==> src/rtl/fp12_leaf_price_gen.sv <==
// Binomial-tree leaf price generator, unsigned 12-bit fixed point (INT_LEN.FRAC).
// Optional call-payoff output stage enabled by defining FP12_LEAF_PAYOFF_EN.
module fp12_leaf_price_gen #(
  parameter int INT_LEN     = 8,
  parameter int N_MAX_STEPS = 64,
  parameter int STEP_W      = 7
) (
  input  logic              clk,
  input  logic              rst_n,
  input  logic              start,
  input  logic [11:0]       s0,
  input  logic [11:0]       dn_fac,
  input  logic [11:0]       ud_ratio,
  input  logic [STEP_W-1:0] steps,
  input  logic [11:0]       strike,
  output logic              busy,
  output logic              out_valid,
  input  logic              out_ready,
  output logic [11:0]       out_data,
  output logic [STEP_W-1:0] out_idx,
  output logic              out_last,
  output logic              done,
  output logic              ovf
);

  localparam int                FRAC = 12 - INT_LEN;
  localparam logic [STEP_W-1:0] NMAX = STEP_W'(N_MAX_STEPS);
  localparam logic [STEP_W-1:0] ONE  = STEP_W'(1);

  typedef enum logic [1:0] {IDLE, DPOW, EMIT, DONE} state_t;

  state_t            state_q, state_d;
  logic [11:0]       acc_q, acc_d;
  logic [11:0]       dn_q, dn_d;
  logic [11:0]       ud_q, ud_d;
  logic [11:0]       strike_q, strike_d;
  logic [STEP_W-1:0] steps_q, steps_d;
  logic [STEP_W-1:0] cnt_q, cnt_d;
  logic [STEP_W-1:0] idx_q, idx_d;
  logic              valid_q, valid_d;
  logic              last_q, last_d;
  logic              done_q, done_d;
  logic              ovf_q, ovf_d;

  logic [STEP_W-1:0] steps_clamped;
  logic [11:0]       mul_b;
  logic [23:0]       prod;
  logic [11:0]       mul_res;
  logic              mul_ovf;

  assign steps_clamped = (steps > NMAX) ? NMAX : steps;

  // One shared multiplier: down factor while powering, u/d ratio while emitting.
  assign mul_b   = (state_q == DPOW) ? dn_q : ud_q;
  assign prod    = {12'd0, acc_q} * {12'd0, mul_b};
  assign mul_res = prod[FRAC +: 12];
  assign mul_ovf = |(prod >> (FRAC + 12));

  always_comb begin
    state_d  = state_q;
    acc_d    = acc_q;
    dn_d     = dn_q;
    ud_d     = ud_q;
    strike_d = strike_q;
    steps_d  = steps_q;
    cnt_d    = cnt_q;
    idx_d    = idx_q;
    valid_d  = valid_q;
    last_d   = last_q;
    done_d   = 1'b0;
    ovf_d    = ovf_q;
    unique case (state_q)
      IDLE: begin
        if (start) begin
          dn_d     = dn_fac;
          ud_d     = ud_ratio;
          strike_d = strike;
          steps_d  = steps_clamped;
          acc_d    = s0;
          cnt_d    = steps_clamped;
          idx_d    = '0;
          ovf_d    = 1'b0;
          if (steps_clamped != '0) begin
            state_d = DPOW;
          end else begin
            state_d = EMIT;
            valid_d = 1'b1;
            last_d  = 1'b1;
          end
        end
      end
      DPOW: begin
        acc_d = mul_res;
        cnt_d = cnt_q - ONE;
        ovf_d = ovf_q | mul_ovf;
        if (cnt_q == ONE) begin
          state_d = EMIT;
          valid_d = 1'b1;
          last_d  = 1'b0;
        end
      end
      EMIT: begin
        if (out_ready) begin
          if (idx_q == steps_q) begin
            state_d = DONE;
            valid_d = 1'b0;
            last_d  = 1'b0;
            done_d  = 1'b1;
          end else begin
            acc_d  = mul_res;
            idx_d  = idx_q + ONE;
            last_d = ((idx_q + ONE) == steps_q);
            ovf_d  = ovf_q | mul_ovf;
          end
        end
      end
      DONE: begin
        state_d = IDLE;
      end
    endcase
  end

  always_ff @(posedge clk or negedge rst_n) begin
    if (!rst_n) begin
      state_q  <= IDLE;
      acc_q    <= '0;
      dn_q     <= '0;
      ud_q     <= '0;
      strike_q <= '0;
      steps_q  <= '0;
      cnt_q    <= '0;
      idx_q    <= '0;
      valid_q  <= 1'b0;
      last_q   <= 1'b0;
      done_q   <= 1'b0;
      ovf_q    <= 1'b0;
    end else begin
      state_q  <= state_d;
      acc_q    <= acc_d;
      dn_q     <= dn_d;
      ud_q     <= ud_d;
      strike_q <= strike_d;
      steps_q  <= steps_d;
      cnt_q    <= cnt_d;
      idx_q    <= idx_d;
      valid_q  <= valid_d;
      last_q   <= last_d;
      done_q   <= done_d;
      ovf_q    <= ovf_d;
    end
  end

  assign busy      = (state_q != IDLE);
  assign out_valid = valid_q;
  assign out_idx   = idx_q;
  assign out_last  = last_q;
  assign done      = done_q;
  assign ovf       = ovf_q;

`ifdef FP12_LEAF_PAYOFF_EN
  assign out_data = (acc_q > strike_q) ? (acc_q - strike_q) : 12'd0;
`else
  logic unused_strike;
  assign unused_strike = ^strike_q;
  assign out_data      = acc_q;
`endif

endmodule

==> config.mk <==
export PLATFORM = sky130hd
export DESIGN_NAME = fp12_leaf_price_gen
export DESIGN_NICKNAME = d
export VERILOG_FILES = /design/src/rtl/fp12_leaf_price_gen.sv
export SDC_FILE = /design/constraint.sdc
export NUM_CORES = 1
export LEC_CHECK = 0
export ABC_AREA = 0
export CAP_MARGIN = 20
export CELL_PAD_IN_SITES_DETAIL_PLACEMENT = 1
export CELL_PAD_IN_SITES_GLOBAL_PLACEMENT = 2
export CORE_MARGIN = 2
export CORE_UTILIZATION = 37
export CTS_BUF_LIST = sky130_fd_sc_hd__clkbuf_16
export DETAILED_ROUTE_END_ITERATION = 8
export MAX_ROUTING_LAYER = met4
export PLACE_DENSITY_LB_ADDON = 0.3
export SETUP_SLACK_MARGIN = 0.3
export SLEW_MARGIN = 20
export SYNTH_ARGS = -nofsm -noshare
export SYNTH_HDL_FRONTEND = slang
export SYNTH_SLANG_ARGS = --single-unit
==> constraint.sdc <==
create_clock -name clk -period 8.94 [get_ports clk]
set_input_delay 2.235 -clock clk [delete_from_list [all_inputs] [get_ports clk]]
set_output_delay 2.235 -clock clk [all_outputs]
set_load 0.005 [all_outputs]
==> results.json <==
{
  "outcome": "finished, final reports clean",
  "areaGrowthSynthToFinish_pct": 15.9,
  "layout_top_cells": "144 x sky130_fd_sc_hd__inv_1, 101 x sky130_fd_sc_hd__nand2_1, 100 x sky130_fd_sc_hd__fa_1",
  "buffers": 76,
  "drtAntennaViolNets": 0,
  "via_count_of_the_first_global_routing_pass": 6752,
  "grtUsageTotal_pct": 20.8,
  "ys_async_sr_fraction_pct": 100,
  "clock_tree.htree_level_count": 3,
  "dp_hpwl_um": 17000,
  "timing.hold.worst_endpoint": "ud_q[1]",
  "die-height_um": 152,
  "comb-cell-share_pct": 61.9,
  "n_antenna_cell": 0,
  "row_count": 54,
  "crit_slowest_cell": "sky130_fd_sc_hd__ha_1",
  "route.met2.wl_um": 10600,
  "cp_num_buf_inv": 3,
  "setup_repair_after_global_routing_missed_its_margin": "no",
  "route.layer.met1.wl_um": 10100,
  "drc": 0,
  "top_cells_by_area": "sky130_fd_sc_hd__fa_1 25%, sky130_fd_sc_hd__dfrtp_1 20%, sky130_fd_sc_hd__ha_1 10%",
  "hold_viol": 0,
  "global_route.peak_usage_layer": "met2",
  "crit_path_max_fanout": 13,
  "r2r-start": "state_q[1]",
  "top_logic_kind": "adder cells",
  "clkLatencyLatePin_ps": 350,
  "max_freq_mhz": 147,
  "timing.critical_path.max_delay_family": "adder cells",
  "grt.overflow.total": 0,
  "lay_top_count": "sky130_fd_sc_hd__inv_1",
  "core_area_um2": 21600,
  "ys_ff": 63,
  "final.fill_count": 2528,
  "fin_skew_ps": 15.2,
  "crit_top_cell": "sky130_fd_sc_hd__fa_1",
  "placed_cells": 1197,
  "globalplace.congestion": 0.793,
  "post_synth_and_or_nand_nor_area_fraction_pct": 16.2,
  "drt_pass1_iterations": 4,
  "grt_util_met2_pct": 34.7,
  "synth.yosys.seq_area_share_pct": 19.5,
  "clkTransAtPathRegs_ps": 70,
  "netlist.area_leader.share_pct": 24.8,
  "floorplan.nets": 1109,
  "clock_buffer_count": 9,
  "port_buffers": 70,
  "layout.comb_gates.multi_input": 634,
  "placed_area_um2": 8990,
  "max_slew_margin_pct": 36.4,
  "sum_of_routed_wire_length_over_all_layers_um": 21600,
  "design.final.nets": 1154,
  "detail_route.vias_per_cell": 5.16,
  "cts_tree": "yes",
  "nonClockInverterCount": 145,
  "critical_path.cell_chain": "inv_1 -> ha_1 -> mux2i_1 -> buf_4 -> nand2b_1 -> fa_1 -> fa_1 -> fa_1 -> fa_1 -> fa_1 -> inv_1 -> ha_1 -> a21o_1 -> a2111oi_4 -> a21oi_2 -> o41ai_2 -> nand4b_1 -> and4b_1 -> a41oi_1",
  "cts_setup_buffers": 0,
  "ys_dominant_reg_cell": "sky130_fd_sc_hd__dfrtp_1",
  "share_of_the_final_layout_cell_area_in_sequential_cells_pct": 16.8,
  "fraction_of_final_layout_cells_with_drive_strength_greater_than_1_pct": 7.07,
  "final.setup.tns_ps": 0,
  "capture_instance_of_the_worst_register_to_register_path": "ovf",
  "taps": 280,
  "max_cap_violations": 0,
  "ys_chip_area_um2": 8080,
  "mux_area_share_pct": 7.22,
  "grt_util_met1_pct": 27.6,
  "finalCriticalPeriod_ps": 6780,
  "post_cts_resized": 0,
  "hold_ws_ps": 503,
  "critical_path_start": "state_q[1]",
  "die_area_um2": 23000,
  "critical_path_required_ps": 9160
}
placed.png
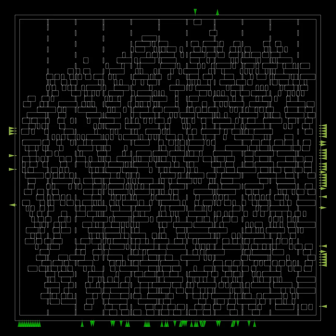
final standard cell count with taps included and fillers excluded: 1214
share of the core filled with cells: 43.3%

m3.png
The bar under the picture is 50 um long.
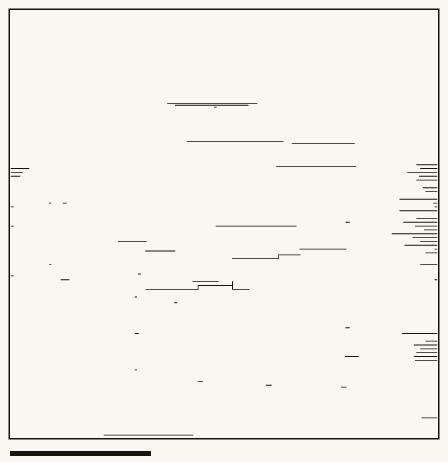
nets with wire on the layer	51
main direction	horizontal
wire length on this layer	563 um
longest straight run	34.0 um
share of all routed wire	2.6%

util_map.png
15 x 15 tiles, from white (low) to dark blue (high), 0 to 100% covered.
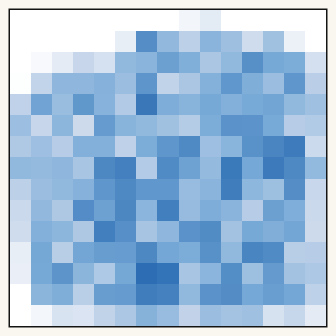
emptiest ninth of the die	north-west
fullest tile	75%
nearly empty tiles	10%
tiles over 75% full	0.40%
mean over tiles	39%

ff_map.png
The bar under the picture is 50 um long. Other sequential cells in the stronger grey, the rest of the logic in the fainter grey.
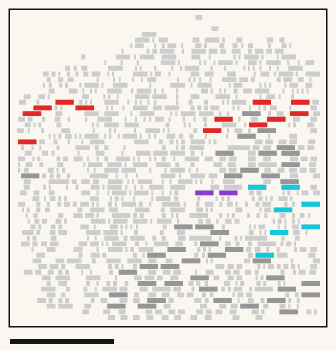
colour	name in the netlist	sequential cells
red	`out_data`	12
cyan	`cnt_q`	7
purple	`state_q`	2

